<file path="src/rtl/adv_capture_pkg.sv">
// rtl/adv_capture_pkg.sv - shared constants and types for the ADV capture/frame-writer path
//
// Contents:
//   PIX_W, WORD_W      pixel and packed-word widths
//   ADDR_W             word-address / word-index width (21 bits, shared with capture)
//   FRAME_WORDS        words per 1280x720 frame at two pixels per word
//   state_e            frame writer FSM states
//   fifo_entry_t       buffered word: {word index, packed pixel data}

package adv_capture_pkg;

   localparam int PIX_W       = 16;
   localparam int WORD_W      = 32;
   localparam int ADDR_W      = 21;
   localparam int FRAME_WORDS = 460800;

   typedef enum logic [1:0] {
      ST_IDLE    = 2'd0,
      ST_CAPTURE = 2'd1,
      ST_FLUSH   = 2'd2
   } state_e;

   // addr carries the word's index within the frame; the base address is
   // added on the memory side so the FIFO stays independent of placement.
   typedef struct packed {
      logic [ADDR_W-1:0] addr;
      logic [WORD_W-1:0] data;
   } fifo_entry_t;

endpackage

</file>
<file path="src/rtl/adv_sync_fifo.sv">
// rtl/adv_sync_fifo.sv - single-clock show-ahead FIFO with level output and synchronous clear
//
// Ports:
//   clk_i     clock, rising edge
//   rst_ni    asynchronous active-low reset (pointers and level only)
//   clr_i     synchronous clear; discards all entries, wins over push/pop
//   push_i    write wdata_i; ignored when full (pre-edge level)
//   wdata_i   write data
//   pop_i     discard head entry; ignored when empty
//   rdata_o   head entry, valid whenever empty_o is low
//   empty_o   no entries
//   full_o    DEPTH entries
//   level_o   current occupancy, 0..DEPTH

module adv_sync_fifo #(
   parameter  int WIDTH = 8,
   parameter  int DEPTH = 16,
   localparam int PTR_W = $clog2(DEPTH),
   localparam int LVL_W = PTR_W + 1
) (
   input  logic             clk_i,
   input  logic             rst_ni,
   input  logic             clr_i,
   input  logic             push_i,
   input  logic [WIDTH-1:0] wdata_i,
   input  logic             pop_i,
   output logic [WIDTH-1:0] rdata_o,
   output logic             empty_o,
   output logic             full_o,
   output logic [LVL_W-1:0] level_o
);

   logic [WIDTH-1:0] mem_q [DEPTH];
   logic [PTR_W-1:0] wr_ptr_q;
   logic [PTR_W-1:0] rd_ptr_q;
   logic [LVL_W-1:0] level_q;
   logic             push_ok;
   logic             pop_ok;

   assign empty_o = (level_q == '0);
   assign full_o  = (level_q == LVL_W'(DEPTH));
   assign level_o = level_q;
   assign rdata_o = mem_q[rd_ptr_q];

   // Fullness is taken from the registered level, so a pop in the same
   // cycle never makes room for a push into a full FIFO.
   assign push_ok = push_i && !full_o;
   assign pop_ok  = pop_i && !empty_o;

   always_ff @(posedge clk_i or negedge rst_ni) begin
      if (!rst_ni) begin
         wr_ptr_q <= '0;
         rd_ptr_q <= '0;
         level_q  <= '0;
      end else if (clr_i) begin
         wr_ptr_q <= '0;
         rd_ptr_q <= '0;
         level_q  <= '0;
      end else begin
         if (push_ok) wr_ptr_q <= wr_ptr_q + 1'b1;
         if (pop_ok)  rd_ptr_q <= rd_ptr_q + 1'b1;
         level_q <= level_q + LVL_W'(push_ok) - LVL_W'(pop_ok);
      end
   end

   // Storage needs no reset: entries are only observed once written.
   always_ff @(posedge clk_i) begin
      if (push_ok && !clr_i) begin
         mem_q[wr_ptr_q] <= wdata_i;
      end
   end

endmodule

</file>
<file path="src/rtl/adv_frame_writer.sv">
// rtl/adv_frame_writer.sv - buffers captured pixel words and writes them to memory by frame position
//
// Ports:
//   LLC          pixel clock, rising edge
//   rst_n        asynchronous active-low reset
//   in_data      packed two-pixel word from capture
//   in_valid     one-cycle strobe per word
//   in_sof       one-cycle start-of-frame pulse (never with in_valid)
//   mem_req      write request, high while the FIFO holds a word
//   mem_addr     BASE_ADDR + word index, modulo 2^ADDR_W (0 when idle)
//   mem_wdata    write data of the head word (0 when idle)
//   mem_ack      transfer happens on an edge with mem_req && mem_ack
//   frame_done   one-cycle pulse when a whole frame has drained
//   frame_count  completed frames, wraps 255 -> 0
//   overflow     sticky, a word was dropped on a full FIFO
//   short_frame  sticky, a new SOF cut a frame short
//   fifo_level   FIFO occupancy

module adv_frame_writer #(
   parameter int                FIFO_DEPTH  = 16,
   parameter int                ADDR_W      = adv_capture_pkg::ADDR_W,
   parameter logic [ADDR_W-1:0] BASE_ADDR   = '0,
   parameter int                FRAME_WORDS = adv_capture_pkg::FRAME_WORDS
) (
   input  logic                          LLC,
   input  logic                          rst_n,
   input  logic [31:0]                   in_data,
   input  logic                          in_valid,
   input  logic                          in_sof,
   output logic                          mem_req,
   output logic [ADDR_W-1:0]             mem_addr,
   output logic [31:0]                   mem_wdata,
   input  logic                          mem_ack,
   output logic                          frame_done,
   output logic [7:0]                    frame_count,
   output logic                          overflow,
   output logic                          short_frame,
   output logic [$clog2(FIFO_DEPTH):0]   fifo_level
);

   import adv_capture_pkg::*;

   localparam int IDX_W = adv_capture_pkg::ADDR_W;
   localparam logic [IDX_W-1:0] LAST_IDX = IDX_W'(FRAME_WORDS - 1);

   state_e            state_q, state_d;
   logic [IDX_W-1:0]  in_idx_q, in_idx_d;
   logic              sof_pend_q, sof_pend_d;
   logic [7:0]        frame_count_q, frame_count_d;
   logic              overflow_q, overflow_d;
   logic              short_frame_q, short_frame_d;

   logic              fifo_push;
   logic              fifo_clr;
   logic              fifo_empty;
   logic              fifo_full;
   fifo_entry_t       push_entry;
   fifo_entry_t       head_entry;
   logic              done;

   assign push_entry.addr = in_idx_q;
   assign push_entry.data = in_data;

   adv_sync_fifo #(
      .WIDTH ($bits(fifo_entry_t)),
      .DEPTH (FIFO_DEPTH)
   ) u_fifo (
      .clk_i   (LLC),
      .rst_ni  (rst_n),
      .clr_i   (fifo_clr),
      .push_i  (fifo_push),
      .wdata_i (push_entry),
      .pop_i   (mem_ack),
      .rdata_o (head_entry),
      .empty_o (fifo_empty),
      .full_o  (fifo_full),
      .level_o (fifo_level)
   );

   // Address and data are forced to zero while nothing is queued so the
   // memory port is quiet (and reset-clean) whenever mem_req is low.
   assign mem_req   = !fifo_empty;
   assign mem_addr  = mem_req ? (BASE_ADDR + ADDR_W'(head_entry.addr)) : '0;
   assign mem_wdata = mem_req ? head_entry.data : '0;

   assign frame_done  = done;
   assign frame_count = frame_count_q;
   assign overflow    = overflow_q;
   assign short_frame = short_frame_q;

   always_ff @(posedge LLC or negedge rst_n) begin
      if (!rst_n) begin
         state_q       <= ST_IDLE;
         in_idx_q      <= '0;
         sof_pend_q    <= 1'b0;
         frame_count_q <= '0;
         overflow_q    <= 1'b0;
         short_frame_q <= 1'b0;
      end else begin
         state_q       <= state_d;
         in_idx_q      <= in_idx_d;
         sof_pend_q    <= sof_pend_d;
         frame_count_q <= frame_count_d;
         overflow_q    <= overflow_d;
         short_frame_q <= short_frame_d;
      end
   end

   always_comb begin
      state_d       = state_q;
      in_idx_d      = in_idx_q;
      sof_pend_d    = sof_pend_q;
      frame_count_d = frame_count_q;
      overflow_d    = overflow_q;
      short_frame_d = short_frame_q;
      fifo_push     = 1'b0;
      fifo_clr      = 1'b0;
      done          = 1'b0;

      case (state_q)
         ST_IDLE: begin
            if (in_sof) begin
               state_d  = ST_CAPTURE;
               in_idx_d = '0;
            end
         end

         ST_CAPTURE: begin
            if (in_sof) begin
               // Restart: queued words of the aborted frame are discarded.
               short_frame_d = 1'b1;
               fifo_clr      = 1'b1;
               in_idx_d      = '0;
            end else if (in_valid) begin
               // The index advances even for dropped words so later words
               // still land at their own addresses.
               fifo_push = 1'b1;
               if (fifo_full) overflow_d = 1'b1;
               in_idx_d = in_idx_q + 1'b1;
               if (in_idx_q == LAST_IDX) state_d = ST_FLUSH;
            end
         end

         ST_FLUSH: begin
            if (fifo_empty) begin
               done          = 1'b1;
               frame_count_d = frame_count_q + 8'd1;
               // A SOF seen while draining (or right now) starts the next
               // frame without passing through an idle cycle.
               if (sof_pend_q || in_sof) begin
                  state_d    = ST_CAPTURE;
                  in_idx_d   = '0;
                  sof_pend_d = 1'b0;
               end else begin
                  state_d = ST_IDLE;
               end
            end else if (in_sof) begin
               sof_pend_d = 1'b1;
            end
         end

         default: state_d = ST_IDLE;
      endcase
   end

endmodule

</file>
<file path="config.mk">
export PLATFORM = sky130hd
export DESIGN_NAME = adv_frame_writer
export DESIGN_NICKNAME = d
export VERILOG_FILES = /design/src/rtl/adv_capture_pkg.sv /design/src/rtl/adv_sync_fifo.sv /design/src/rtl/adv_frame_writer.sv
export SDC_FILE = /design/constraint.sdc
export NUM_CORES = 1
export LEC_CHECK = 0
export CAP_MARGIN = 25
export CORE_AREA = 2 2 231 290
export DETAILED_ROUTE_END_ITERATION = 8
export DIE_AREA = 0 0 233 292
export PLACE_DENSITY = 0.75
export SYNTH_ARGS = -nofsm -noshare
export SYNTH_HDL_FRONTEND = slang
export SYNTH_HIERARCHICAL = 1
export SYNTH_SLANG_ARGS = --single-unit
</file>
<file path="constraint.sdc">
create_clock -name LLC -period 3.3 [get_ports LLC]
set_input_delay 0.33 -clock LLC [delete_from_list [all_inputs] [get_ports LLC]]
set_output_delay 0.33 -clock LLC [all_outputs]
set_load 0.1 [all_outputs]
</file>
**Run 1: power grid**

Scale bar: 50 um. Pins as bars on the die edge. Tap cells in grey.
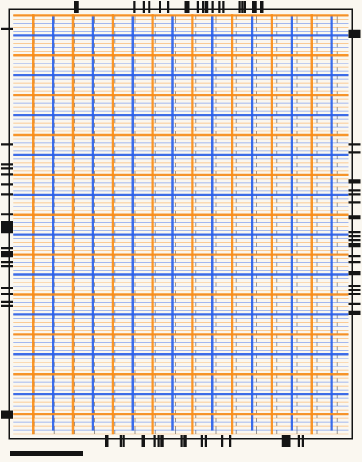
Blue is VDD. Orange is VSS.
856 tap cells. 16 straps on met4. 106 met1 rails follow the rows.

**Run 1: routed metal, one colour a layer**

Two of the layers only.
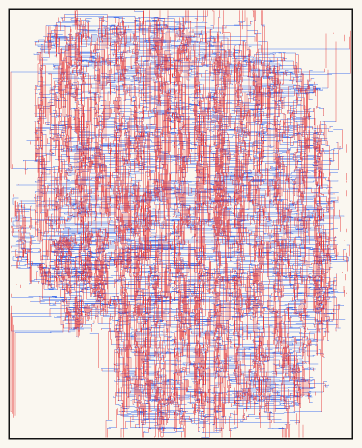
Blue is metal 1, wire length 32.5 mm. Red is metal 2, wire length 43.3 mm.

==> changes_impl.md, run 1 <==
## Implementation

- Outcome: completed
- Buffering overhead: 7.50%
- Worst r2r path cells: 14
- DR iter-0 viols: 2028
- Pleak: 13.9 nW
- Setup TNS: 0 ns
- Top cell type by total area after synthesis: edfxtp_1
- Post-Syn Instances: 1876
- Nonclk buf count: 201
- Sequential area share after synthesis: 74.6%
- FF/Latch Area: 0.0267 sq mm
- NetSw: 10.6 mW
- Post-DP HPWL: 44600 um
- R2R setup slack: 0.26 ns
- Core utilization at floorplan: 54.7%
- First drt pass iteration count: 5
- Largest area class, layout: flip-flops and latches
- Chip area in the Yosys report: 0.0357 sq mm
- MI comb cells: 854
- Net count after synthesis: 1927
- Crit-path most repeated cell: buf_12
- Flops after synth: 895
- Non-Filler Instances: 2979
- Vias per inst: 6.44
**Run 1: close-up of the layout**

Window x 162 to 187, y 60 to 85 um. Cells in grey, sequential cells in the stronger grey; small squares are vias.
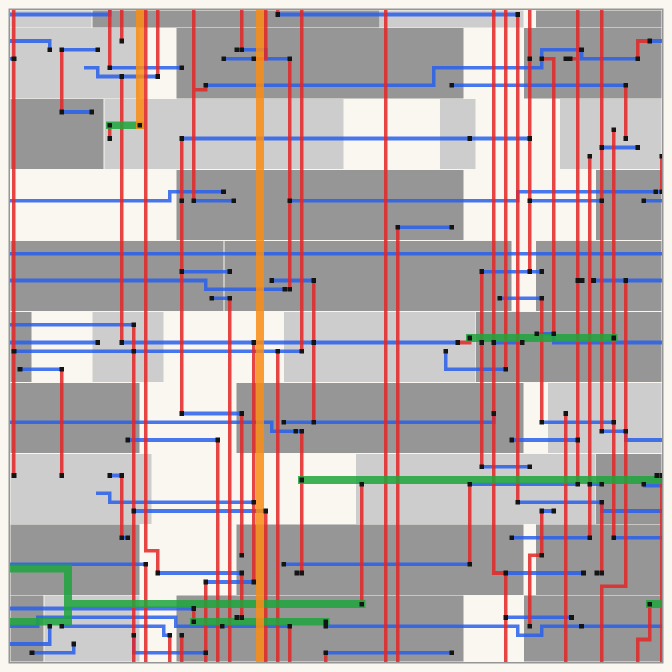
Blue is metal 1. Orange is metal 4. Green is metal 3. Red is metal 2.
Sequential cells in the window: 8. 17 logic cells have their middle in the window. Netlist names of flops here include u_fifo/mem_q (8). Most frequent: edfxtp_1 (8), mux4_2 (3), clkbuf_16 (2).

**Run 1: routing congestion map**

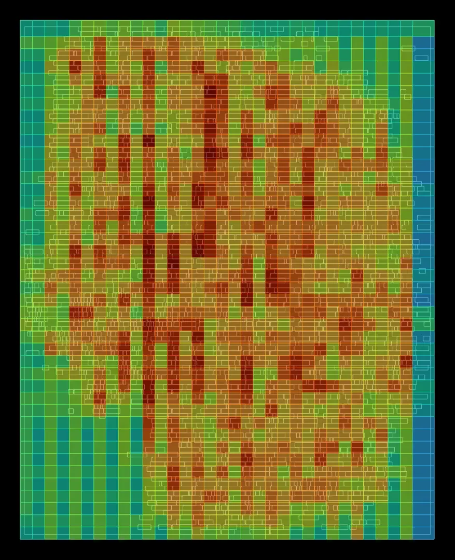

==> run 2, diff against run 1 <==
--- a/config.mk
+++ b/config.mk
@@ -5,10 +5,9 @@
 export SDC_FILE = /design/constraint.sdc
 export NUM_CORES = 1
 export LEC_CHECK = 0
-export CAP_MARGIN = 25
-export CORE_AREA = 2 2 231 290
+export CORE_AREA = 2 2 288 233
 export DETAILED_ROUTE_END_ITERATION = 8
-export DIE_AREA = 0 0 233 292
+export DIE_AREA = 0 0 290 235
 export PLACE_DENSITY = 0.75
 export SYNTH_ARGS = -nofsm -noshare
 export SYNTH_HDL_FRONTEND = slang
**Run 2: routing congestion map**

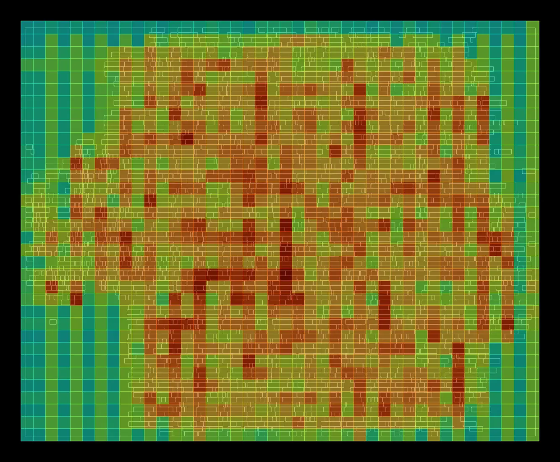
met3 usage: 5.15%
DR WL/cell: 27.7 um
met1 usage: 35.0%

==> run 2 against run 1 <==
- largest cell class unchanged
- the run now ends with negative setup slack left
- critical endpoint is now mem_addr[18]
- hold slack improved by 0.12 ns
- first-iteration DRC count grew 15%
- largest power group unchanged
- non-clock buffer count decreased by 14
==> changes_impl.md, run 2 <==
## Implementation

- Nonclk buf count: 187
- Endpoints failing setup: 1
- Top delay family on crit path: simple AND/OR/NAND/NOR gates
- Period utilization: 101%
- Clk Latency, worst-skew pair: 0.64 ns
- Top cell type by total area after synthesis: edfxtp_1
- Net count after synthesis: 1927
- Chip area in the Yosys report: 0.0357 sq mm
- Largest stage delay, worst path: 0.57 ns
- Crit Path Class: flop to output port
- CTS tree: built
- Core utilization at floorplan: 54.7%
- Setup TNS: -0.0269 ns
- Failing checks: negative setup slack
- Outcome: complete, but fails checks
- Root Driver: clkbuf_16
- Post-DP HPWL: 41800 um
- Worst r2r path cells: 14
- Largest area class, layout: flip-flops and latches
- Post-Syn Instances: 1876
- Crit-path most repeated cell: buf_12
- Flops after synth: 895
- R2R setup slack: 0.22 ns
- Pleak: 13.7 nW
- Top-area cell share: 71.3%
- Sequential area share after synthesis: 74.6%
- Startpoint Class: flop
- Buffering overhead: 6.82%
- Fin crit period: 3.33 ns
- Clk tree area frac: 6.19%
- NetSw: 10.4 mW
- Final WS setup: -0.0269 ns
- MI comb cells: 854
**Run 2: met4 routing**

Cells faint in the background.
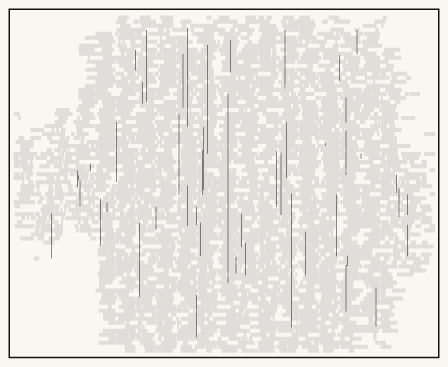
The layer carries 1420 um of wire. The wires run mostly vertical. The longest straight run is 129 um. 33 nets have wire on it.

Power figures rest on the tool's default switching activity, not on a simulated workload.
